`src/rtl/bnn_load_tx.sv`:
```
// Serial transmitter for the BNN load stream: fetches pixel and weight bytes from
// two 1-cycle-latency memories and shifts them out LSB-first, one bit per cycle.
module bnn_load_tx #(
    parameter int PIX_BITS = 784,
    parameter int W_BITS   = 2320
) (
    input  logic       clk,
    input  logic       reset_n,
    input  logic       start,
    output logic       p_re,
    output logic [6:0] p_addr,
    input  logic [7:0] p_rdata,
    output logic       w_re,
    output logic [8:0] w_addr,
    input  logic [7:0] w_rdata,
    output logic       d_out_p,
    output logic       d_out_w,
    output logic       load_en,
    output logic       busy,
    output logic       done
);

    localparam logic [9:0]  P_LAST = 10'((PIX_BITS + 7) / 8 - 1);
    localparam logic [9:0]  W_LAST = 10'((W_BITS + 7) / 8 - 1);
    localparam logic [11:0] CNT_END = 12'(W_BITS - 1);

    typedef enum logic [2:0] {
        IDLE,
        PRE1,
        PRE2,
        STREAM,
        DONE
    } state_t;

    state_t      state;
    state_t      state_next;
    logic [11:0] cnt;
    logic [11:0] cnt_nx;
    logic [9:0]  nx_byte;
    logic [9:0]  cur_next;
    logic        issue_next;
    logic [7:0]  sr_p;
    logic [7:0]  nb_p;
    logic [7:0]  sr_w;
    logic [7:0]  nb_w;
    logic        pend_p;
    logic        pend_w;

    always_comb begin
        state_next = state;
        case (state)
            IDLE:    if (start) state_next = PRE1;
            PRE1:    state_next = PRE2;
            PRE2:    state_next = STREAM;
            STREAM:  if (cnt == CNT_END) state_next = DONE;
            DONE:    state_next = IDLE;
            default: state_next = IDLE;
        endcase
    end

    // A read for byte m+1 is issued on the cycle that emits bit 0 of byte m (m >= 1),
    // so the data lands in nb well before the byte boundary at bit 7.
    always_comb begin
        cnt_nx     = cnt + 12'd1;
        nx_byte    = {1'b0, cnt_nx[11:3]} + 10'd1;
        cur_next   = {1'b0, cnt[11:3]} + 10'd1;
        issue_next = (state == STREAM) && (cnt_nx[2:0] == 3'd0) && (cnt_nx[11:3] != 9'd0);
    end

    always_ff @(posedge clk) begin
        if (!reset_n) begin
            state   <= IDLE;
            cnt     <= '0;
            p_re    <= 1'b0;
            p_addr  <= '0;
            w_re    <= 1'b0;
            w_addr  <= '0;
            sr_p    <= '0;
            nb_p    <= '0;
            sr_w    <= '0;
            nb_w    <= '0;
            pend_p  <= 1'b0;
            pend_w  <= 1'b0;
            load_en <= 1'b0;
            busy    <= 1'b0;
            done    <= 1'b0;
        end else begin
            state   <= state_next;
            load_en <= (state_next == STREAM);
            busy    <= (state_next == PRE1) || (state_next == PRE2) || (state_next == STREAM);
            done    <= (state_next == DONE);
            cnt     <= ((state == STREAM) && (state_next == STREAM)) ? cnt_nx : 12'd0;
            pend_p  <= p_re;
            pend_w  <= w_re;

            p_re <= 1'b0;
            w_re <= 1'b0;
            if ((state == IDLE) && start) begin
                p_re   <= 1'b1;
                p_addr <= 7'd0;
                w_re   <= 1'b1;
                w_addr <= 9'd0;
            end else if (state == PRE1) begin
                p_re   <= 1'b1;
                p_addr <= 7'd1;
                w_re   <= 1'b1;
                w_addr <= 9'd1;
            end else if (issue_next) begin
                if (nx_byte <= P_LAST) begin
                    p_re   <= 1'b1;
                    p_addr <= nx_byte[6:0];
                end
                if (nx_byte <= W_LAST) begin
                    w_re   <= 1'b1;
                    w_addr <= nx_byte[8:0];
                end
            end

            // Past the last byte the shift register refills with zeros, which also
            // leaves both serial outputs low once the stream is over.
            if (state == STREAM) begin
                if (cnt[2:0] == 3'd7) begin
                    sr_p <= (cur_next <= P_LAST) ? nb_p : 8'h00;
                    sr_w <= (cur_next <= W_LAST) ? nb_w : 8'h00;
                end else begin
                    sr_p <= sr_p >> 1;
                    sr_w <= sr_w >> 1;
                end
            end

            if (pend_p) begin
                if (state == PRE2) sr_p <= p_rdata;
                else               nb_p <= p_rdata;
            end
            if (pend_w) begin
                if (state == PRE2) sr_w <= w_rdata;
                else               nb_w <= w_rdata;
            end
        end
    end

    assign d_out_p = sr_p[0];
    assign d_out_w = sr_w[0];

endmodule

```
`config.mk`:
```
export PLATFORM = sky130hd
export DESIGN_NAME = bnn_load_tx
export DESIGN_NICKNAME = d
export VERILOG_FILES = /design/src/rtl/bnn_load_tx.sv
export SDC_FILE = /design/constraint.sdc
export NUM_CORES = 1
export LEC_CHECK = 0
export ABC_CLOCK_PERIOD_IN_PS = 4900
export CAP_MARGIN = 0
export CORE_UTILIZATION = 40
export DETAILED_ROUTE_END_ITERATION = 12
export PLACE_DENSITY = 0.67
export SLEW_MARGIN = 20
export SYNTH_ARGS = -nofsm -noshare
export SYNTH_HDL_FRONTEND = slang
export SYNTH_SLANG_ARGS = --single-unit
```
`constraint.sdc`:
```
create_clock -name clk -period 4.9 [get_ports clk]
set_clock_uncertainty 0.1 [all_clocks]
set_input_delay 0.98 -clock clk [delete_from_list [all_inputs] [get_ports clk]]
set_output_delay 0.98 -clock clk [all_outputs]
set_load 0.02 [all_outputs]
```
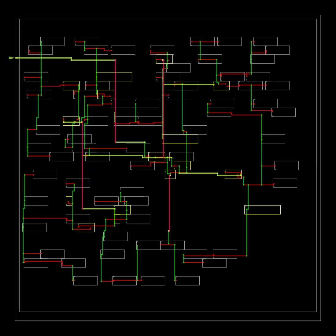
(run_1/final_clocks.png)
clock buf count: 10
clock sinks: 70
worst skew pair latency: 0.35 ns
CTS buffer count: 9
P_clk: 0.576 mW

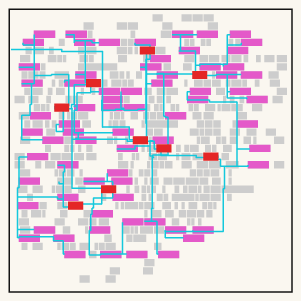
(run_1/clock_map.png)
Scale: 3 px per um.
cells driving clock nets -> red  # count 9
flip-flops -> magenta  # count 70
clock wires -> cyan  # length 949 um
routed clock nets = 10

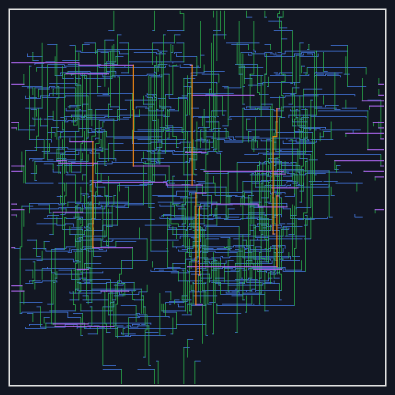
(run_1/metal_stack.png)
Scale: 4 px per um.
met4 -> orange  # wire length 176 um
met2 -> green  # wire length 3450 um
met3 -> purple  # wire length 324 um
met1 -> blue  # wire length 3360 um

==> results_dict.tcl, run 1 <==
# implementation run metrics
set metrics [dict create \
    rows 33 \
    arrival_ns 3.96 \
    syn_avg_cell_area_um2 9.12 \
    slew_viol_final 0 \
    grt.overflow.total 0 \
    cap_viol_max_count 0 \
    cts-root-buf "clkbuf_8" \
    cts_resized 0 \
    die_height_um 93.7 \
    edf_count 0 \
    antenna_left 0 \
    power.share.sequential 0.470 \
    htree_levels 3 \
    worstMarginPinSlew_ns 0.723 \
    synth_cells 369 \
    setup_viol 0 \
    warnings 28 \
    netlist_top_cells_count "dfxtp_1, nor2_1, nor2b_1, nand2_1, mux2i_1" \
    fillers 788 \
    routedLengthMet1_mm 3.36 \
    antenna_found_initial 0 \
    status "completed" \
    holdWs_ns 0.352 \
    regArea_um2 1400 \
    area_leaders "dfxtp_1, mux2i_1, nor2b_1, nor2_1, nand2_1" \
    p_per_area_nw_per_um2 313 \
    nNonClkBuffers 44 \
    path_clk_slew_ns 0.08 \
    fp.coreArea_um2 8180 \
    worst_ep_required_time_ns 5.03 \
    drt_wl_total_mm 7.31 \
    synthAoiAreaFrac 0.186 \
]
==> run_1/gate_families.png <==
Scale: 3 px per um.
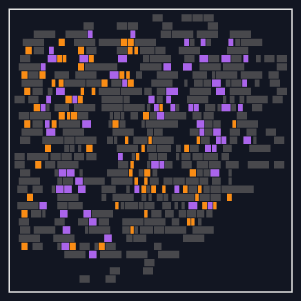

==> run 1 -> run 2 <==
--- a/config.mk
+++ b/config.mk
@@ -5,11 +5,11 @@
 export SDC_FILE = /design/constraint.sdc
 export NUM_CORES = 1
 export LEC_CHECK = 0
-export ABC_CLOCK_PERIOD_IN_PS = 4900
+export ABC_CLOCK_PERIOD_IN_PS = 3200
 export CAP_MARGIN = 0
 export CORE_UTILIZATION = 40
 export DETAILED_ROUTE_END_ITERATION = 12
-export PLACE_DENSITY = 0.67
+export PLACE_DENSITY = 0.69
 export SLEW_MARGIN = 20
 export SYNTH_ARGS = -nofsm -noshare
 export SYNTH_HDL_FRONTEND = slang
==> constraint.sdc (replaced) <==
create_clock -name clk -period 3.2 [get_ports clk]
set_clock_uncertainty 0.1 [all_clocks]
set_input_delay 0.64 -clock clk [delete_from_list [all_inputs] [get_ports clk]]
set_output_delay 0.64 -clock clk [all_outputs]
set_load 0.02 [all_outputs]
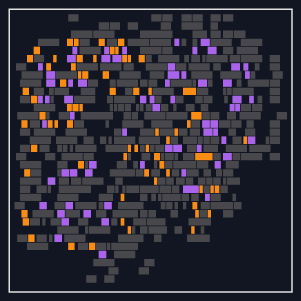
(run_2/gate_families.png)
Scale: 3 px per um.
NOR gates -> orange  # cells 68
inverting AOI/OAI gates -> purple  # cells 67

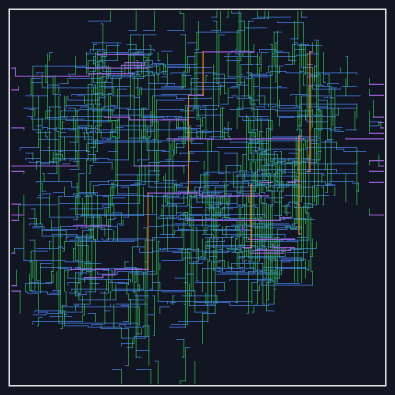
(run_2/metal_stack.png)
Scale: 4 px per um.
met3 -> purple  # wire length 369 um
met1 -> blue  # wire length 3550 um
met2 -> green  # wire length 3920 um
met4 -> orange  # wire length 124 um

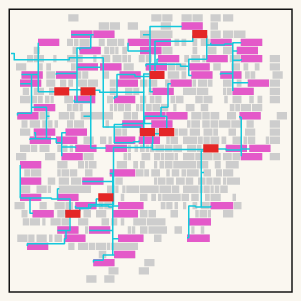
(run_2/clock_map.png)
Scale: 3 px per um.
flip-flops -> magenta  # count 70
clock wires -> cyan  # length 843 um
cells driving clock nets -> red  # count 9
routed clock nets = 10
flops lie = widely spread

==> run 2 against run 1 <==
Synthesized cell count is the same. Wire length grew 8.9%. Register-to-register slack lost 1.1 ns. Sequential cell count is the same. Worst hold slack lost 0.0022 ns. Setup slack lost 1.1 ns. Critical path depth is the same. Largest power group unchanged. Clock power grew 48%. Sequential power grew 53%.
==> results_dict.tcl, run 2 <==
# implementation run metrics
set metrics [dict create \
    status "completed" \
    cts-root-buf "clkbuf_8" \
    fp.coreArea_um2 8180 \
    holdWs_ns 0.350 \
    clock_sinks 70 \
    worstMarginPinSlew_ns 0.622 \
    warnings 31 \
    rows 33 \
    synth_cells 369 \
    htree_levels 3 \
    path_clk_slew_ns 0.07 \
    n_clock_buffer 10 \
    synthAoiAreaFrac 0.186 \
    die_height_um 93.7 \
    antenna_left 0 \
    netlist_top_cells_count "dfxtp_1, nor2_1, nor2b_1, nand2_1, mux2i_1" \
    routedLengthMet1_mm 3.55 \
    syn_avg_cell_area_um2 9.12 \
    regArea_um2 1420 \
    cts_resized 1 \
    antenna_found_initial 0 \
    edf_count 0 \
    area_leaders "dfxtp_1, mux2i_1, nor2b_1, nor2_1, nand2_1" \
    p_per_area_nw_per_um2 437 \
    cts_made_buffers 9 \
    setup_viol 0 \
    clk-power_mw 0.851 \
    cap_viol_max_count 0 \
]
Power figures rest on the tool's default switching activity, not on a simulated workload.
